### Cell placement

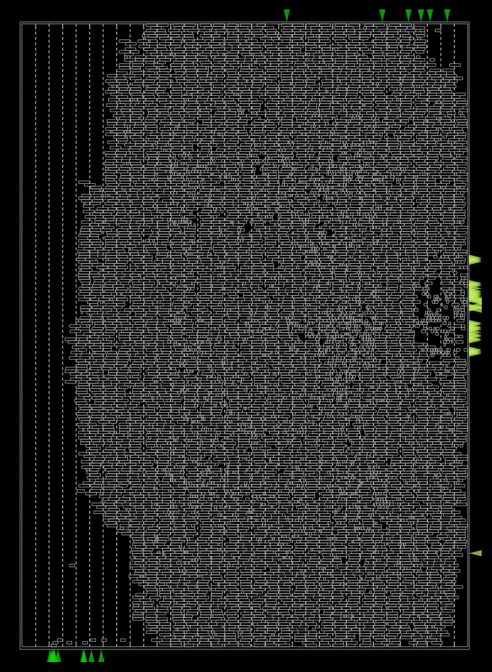
### Metal layers overlaid

Bar = 100 um.
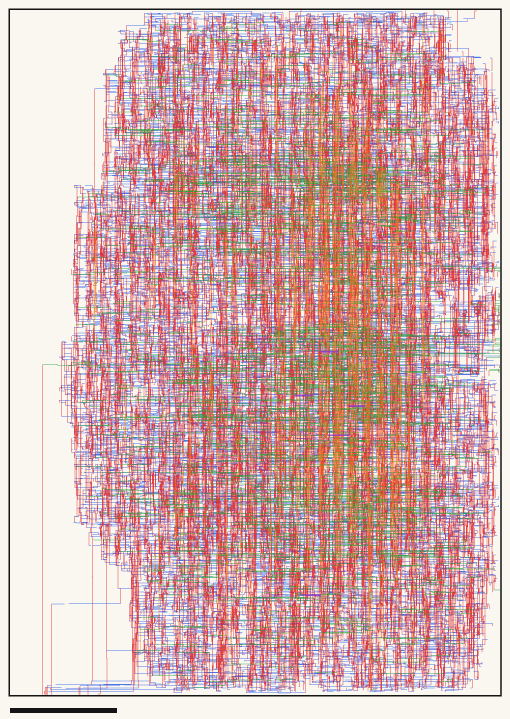
### Signal wires on met3

Bar = 100 um.
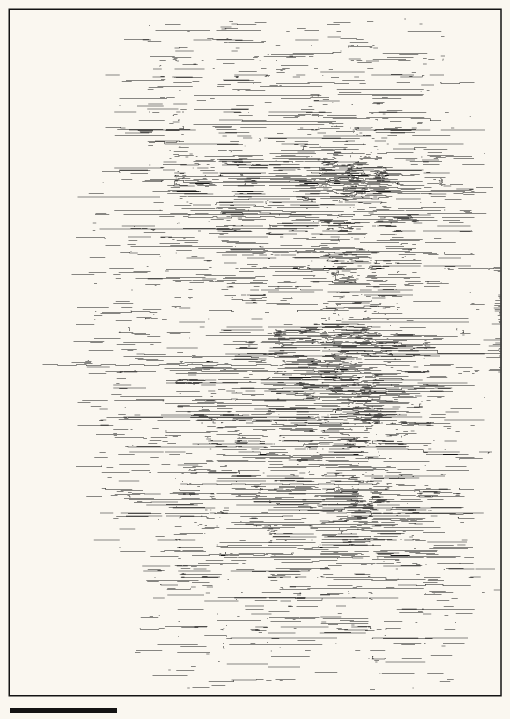
## config.mk

```make
export PLATFORM = sky130hd
export DESIGN_NAME = param_scfifo
export DESIGN_NICKNAME = d
export VERILOG_FILES = /design/src/rtl/param_scfifo_pkg.sv /design/src/rtl/param_scfifo_sdp_ram.sv /design/src/rtl/param_scfifo.sv
export SDC_FILE = /design/constraint.sdc
export NUM_CORES = 2
export LEC_CHECK = 0
export CORE_ASPECT_RATIO = 1.4
export CORE_MARGIN = 1.5
export CORE_UTILIZATION = 55
export CTS_CLUSTER_SIZE = 24
export DETAILED_ROUTE_END_ITERATION = 12
export PLACE_DENSITY = 0.71
export SETUP_SLACK_MARGIN = 0.3
export SYNTH_ARGS = -nofsm -noshare
export SYNTH_HDL_FRONTEND = slang
export SYNTH_SLANG_ARGS = --single-unit
```

## constraint.sdc

```tcl
create_clock -name Clk -period 4.96 [get_ports Clk]
set_input_delay 1.24 -clock Clk [delete_from_list [all_inputs] [get_ports Clk]]
set_output_delay 1.24 -clock Clk [all_outputs]
set_load 0.03 [all_outputs]
```

## src/rtl/param_scfifo_pkg.sv

```systemverilog
// Shared definitions for the parametrised single-clock FIFO: read-mode constants,
// the registered status-flag bundle and small elaboration helpers.
package param_scfifo_pkg;

  // Read-mode selectors for the SHOWAHEAD parameter.
  localparam int unsigned MODE_NORMAL    = 0;
  localparam int unsigned MODE_SHOWAHEAD = 1;

  // Level-derived status flags, registered together with the word counter.
  typedef struct packed {
    logic empty;
    logic full;
    logic almost_empty;
    logic almost_full;
  } fifo_flags_t;

  // Ceiling log2; clog2(1) = 0.
  function automatic int unsigned clog2(input int unsigned value);
    int unsigned result;
    result = 0;
    for (int i = 0; i < 32; i++) begin
      if ((64'd1 << i) < 64'(value)) begin
        result = i + 1;
      end
    end
    return result;
  endfunction

  // Derive every level flag from a word count so reset and run-time values share one rule.
  function automatic fifo_flags_t calc_flags(input int unsigned count,
                                             input int unsigned depth,
                                             input int unsigned af_level,
                                             input int unsigned ae_level);
    fifo_flags_t f;
    f.empty        = (count == 0);
    f.full         = (count == depth);
    f.almost_empty = (count < ae_level);
    f.almost_full  = (count >= af_level);
    return f;
  endfunction

endpackage

```

## src/rtl/param_scfifo_sdp_ram.sv

```systemverilog
// Simple dual-port storage array: one synchronous write port and one read port that is
// either registered (with enable and synchronous clear) or purely combinational.
module param_scfifo_sdp_ram
  import param_scfifo_pkg::*;
#(
  parameter int unsigned DATA_W = 16,
  parameter int unsigned DEPTH  = 256,
  parameter int unsigned REG_RD = 1,
  localparam int unsigned ADDR_W = clog2(DEPTH)
) (
  input  logic              clk,
  input  logic              wr_en,
  input  logic [ADDR_W-1:0] wr_addr,
  input  logic [DATA_W-1:0] wr_data,
  input  logic              rd_en,
  input  logic              rd_clr,
  input  logic [ADDR_W-1:0] rd_addr,
  output logic [DATA_W-1:0] rd_data
);

  logic [DATA_W-1:0] mem [DEPTH];

  // Write port: contents are never cleared, only overwritten.
  always_ff @(posedge clk) begin
    if (wr_en) begin
      mem[wr_addr] <= wr_data;
    end
  end

  if (REG_RD != 0) begin : g_reg_rd
    logic [DATA_W-1:0] rd_data_q;

    // Registered read: the output holds until the next enabled read or a clear.
    always_ff @(posedge clk) begin
      if (rd_clr) begin
        rd_data_q <= '0;
      end else if (rd_en) begin
        rd_data_q <= mem[rd_addr];
      end
    end

    assign rd_data = rd_data_q;
  end else begin : g_comb_rd
    // Enable and clear have no meaning for an asynchronous read port.
    logic unused_rd_ctrl;
    assign unused_rd_ctrl = rd_en ^ rd_clr;

    assign rd_data = mem[rd_addr];
  end

endmodule

```

## src/rtl/param_scfifo.sv

```systemverilog
// Parametrised single-clock FIFO with word counter, registered level flags, sticky
// overflow/underflow and a choice of normal or show-ahead read data.
module param_scfifo
  import param_scfifo_pkg::*;
#(
  parameter int unsigned DATA_W    = 16,
  parameter int unsigned ADDR_W    = 8,
  parameter int unsigned SHOWAHEAD = MODE_NORMAL,
  parameter int unsigned AF_LEVEL  = 240,
  parameter int unsigned AE_LEVEL  = 16
) (
  input  logic              Clk,
  input  logic              Rst_n,
  input  logic              sclr,
  input  logic [DATA_W-1:0] data,
  input  logic              wrreq,
  input  logic              rdreq,
  output logic [DATA_W-1:0] q,
  output logic [ADDR_W:0]   usedw,
  output logic              empty,
  output logic              full,
  output logic              almost_empty,
  output logic              almost_full,
  output logic              overflow,
  output logic              underflow
);

  localparam int unsigned DEPTH = 2 ** ADDR_W;
  localparam logic [ADDR_W:0]   CNT_ONE = (ADDR_W + 1)'(1);
  localparam logic [ADDR_W-1:0] PTR_ONE = ADDR_W'(1);
  localparam fifo_flags_t FLAGS_RST = calc_flags(0, DEPTH, AF_LEVEL, AE_LEVEL);

  logic [ADDR_W-1:0] wr_ptr_q, wr_ptr_d;
  logic [ADDR_W-1:0] rd_ptr_q, rd_ptr_d;
  logic [ADDR_W:0]   usedw_q, usedw_d;
  fifo_flags_t       flags_q, flags_d;
  logic              overflow_q, overflow_d;
  logic              underflow_q, underflow_d;

  logic              clear;
  logic              wr_acc;
  logic              rd_acc;
  logic [ADDR_W-1:0] ram_rd_addr;
  logic [DATA_W-1:0] ram_rd_data;

  // Reset and sclr clear identically; requests in a clearing cycle are ignored.
  assign clear  = ~Rst_n | sclr;
  assign wr_acc = wrreq & ~flags_q.full;
  assign rd_acc = rdreq & ~flags_q.empty;

  // Next-state for pointers, counter, level flags and sticky error bits.
  always_comb begin
    wr_ptr_d    = wr_ptr_q;
    rd_ptr_d    = rd_ptr_q;
    usedw_d     = usedw_q;
    overflow_d  = overflow_q | (wrreq & flags_q.full);
    underflow_d = underflow_q | (rdreq & flags_q.empty);

    if (wr_acc) begin
      wr_ptr_d = wr_ptr_q + PTR_ONE;
    end
    if (rd_acc) begin
      rd_ptr_d = rd_ptr_q + PTR_ONE;
    end

    unique case ({wr_acc, rd_acc})
      2'b10:   usedw_d = usedw_q + CNT_ONE;
      2'b01:   usedw_d = usedw_q - CNT_ONE;
      default: usedw_d = usedw_q;
    endcase

    // Flags follow the new count on the same edge as the counter.
    flags_d = calc_flags(32'(usedw_d), DEPTH, AF_LEVEL, AE_LEVEL);
  end

  // State registers with synchronous clear.
  always_ff @(posedge Clk) begin
    if (clear) begin
      wr_ptr_q    <= '0;
      rd_ptr_q    <= '0;
      usedw_q     <= '0;
      flags_q     <= FLAGS_RST;
      overflow_q  <= 1'b0;
      underflow_q <= 1'b0;
    end else begin
      wr_ptr_q    <= wr_ptr_d;
      rd_ptr_q    <= rd_ptr_d;
      usedw_q     <= usedw_d;
      flags_q     <= flags_d;
      overflow_q  <= overflow_d;
      underflow_q <= underflow_d;
    end
  end

  // Show-ahead looks one word past the head so the register can advance on a pop.
  assign ram_rd_addr = (SHOWAHEAD == MODE_SHOWAHEAD) ? (rd_ptr_q + PTR_ONE) : rd_ptr_q;

  param_scfifo_sdp_ram #(
    .DATA_W (DATA_W),
    .DEPTH  (DEPTH),
    .REG_RD ((SHOWAHEAD == MODE_SHOWAHEAD) ? 0 : 1)
  ) u_ram (
    .clk     (Clk),
    .wr_en   (wr_acc & ~clear),
    .wr_addr (wr_ptr_q),
    .wr_data (data),
    .rd_en   (rd_acc & ~clear),
    .rd_clr  (clear),
    .rd_addr (ram_rd_addr),
    .rd_data (ram_rd_data)
  );

  if (SHOWAHEAD == MODE_SHOWAHEAD) begin : g_showahead
    logic [DATA_W-1:0] q_q, q_d;

    // Head-word register: loads the incoming word when it becomes (or replaces) the head,
    // otherwise the RAM word following the current head.
    always_comb begin
      q_d = q_q;
      if (rd_acc) begin
        if (usedw_q == CNT_ONE) begin
          // Last stored word is leaving; only a simultaneous write yields a new head.
          if (wr_acc) begin
            q_d = data;
          end
        end else begin
          q_d = ram_rd_data;
        end
      end else if (flags_q.empty && wr_acc) begin
        q_d = data;
      end
    end

    // Head-word register update.
    always_ff @(posedge Clk) begin
      if (clear) begin
        q_q <= '0;
      end else begin
        q_q <= q_d;
      end
    end

    assign q = q_q;
  end else begin : g_normal
    assign q = ram_rd_data;
  end

  assign usedw        = usedw_q;
  assign empty        = flags_q.empty;
  assign full         = flags_q.full;
  assign almost_empty = flags_q.almost_empty;
  assign almost_full  = flags_q.almost_full;
  assign overflow     = overflow_q;
  assign underflow    = underflow_q;

  // Internal consistency checks.
  a_usedw_range: assert property (@(posedge Clk) disable iff (!Rst_n)
    usedw_q <= (ADDR_W + 1)'(DEPTH));
  a_empty_full_excl: assert property (@(posedge Clk) disable iff (!Rst_n)
    !(flags_q.empty && flags_q.full));
  a_ptr_gap: assert property (@(posedge Clk) disable iff (!Rst_n)
    (wr_ptr_q - rd_ptr_q) == usedw_q[ADDR_W-1:0]);

endmodule

```

==> impl_metrics.toml <==
# synthesis and place-and-route metrics
[synth]
edf_count = 4096
syn_area_mm2 = 0.160
ys_types = 77
yosysMostFrequentCell = "edfxtp_1"
common_cells = "edfxtp_1 (4,096), mux4_2 (996), nor2_1 (338)"
largest_area_cell = "edfxtp_1"
ys_ff = 4143
adder_share_pct = 0.0626
ys_cells = 7243
ys_sh_simple_pct = 1.85
ys_async_sr_fraction_pct = 0
mux_area_share_pct = 16.2
yosysWarnings = 0
xor_share_pct = 0.115
avgSynthCellArea_um2 = 22.1
ys.flop_type = "edfxtp_1"

[min_path]
hold_path_depth = 2
hold_path_class = "reg -> reg"

[final_timing]
tightest_slew_ps = 1520
rsz0062_at_grt = "no"
final_max_slew_viol_count = 2
hold_ws_ps = 504
setup_ws_ps = 166
post-route-period-util_pct = 96.7
clock_skew_ps = 44.1

[pwr]
combinationalPower_mw = 1.32
p_per_area_mw_per_mm2 = 378
pg_seq_mw = 38.5
internal_power_mw = 54.5
clockPowerShare_pct = 41.5
power.group.top = "sequential cells"
ir_worst_vdd_uv = 299
sw_frac_of_total_pct = 19.9

[route]
met2_length_mm = 212
drt-initial-drc-count = 13200
wl_met3_mm = 47.9
top_layer = "met5"

[global_route]
grt_pass1_vias = 79900
use_met3_pct = 6.59

[final_layout]
nMultiInputCombCells = 2655
clock_area_share_pct = 6.48
comb_area_share_pct = 18.7
logic_area_mm2 = 0.0336
stdcell_area_mm2 = 0.180
lay_top_count = "edfxtp_1"
fill_cells = 19100
n_antenna_cell = 8

[setup_path]
arrival_ps = 5620
cp-startpoint = "ram_rd_addr[0]"
critPathCapture = "u_ram.rd_data[4]"
critPathLaunchType = "flop"
worstSetupPathType = "reg -> reg"
r2r-start = "ram_rd_addr[0]"

[job]
warnings = 63
maxCapViolCount = 1

[clock_tree]
htree_num_levels = 5
clock_path_buffers = 4
clk_latency_ps = 950
post-cts-setup-buffers = 0
cts_resized = 0
clkSinkCount = 4143
clockRootBuffer = "clkbuf_16"

[die]
rows = 234
fp_util_pct = 55.2
taps = 3776
ios = 52
die-area_mm2 = 0.294
die_height_um = 641
die_w_um = 459

[status]
violations = "capacitance limit, slew limit"
status = "finished with violations"

[placement]
placed_cell_area_mm2 = 0.168
post-place-ws_ps = 379
dp_hpwl_mm = 269
gp_congestion = 0.988
Notes on 'Cell placement' above:
Core ar.: 0.290 mm^2
Final Non-Filler Cells: 11,900

Notes on 'Metal layers overlaid' above:
color	layer	wire length
red	M2	212 mm
green	M3	47.9 mm
orange	M4	27.0 mm
purple	M5	78.2 um
blue	M1	152 mm
Routed WL: 440 mm
Overall Global Routing Usage: 29.9%
DR WL/cell: 37.0 um

Notes on 'Signal wires on met3' above:
longest straight run	208 um
share of all routed wire	11%
main direction	horizontal
wire length on this layer	47.9 mm

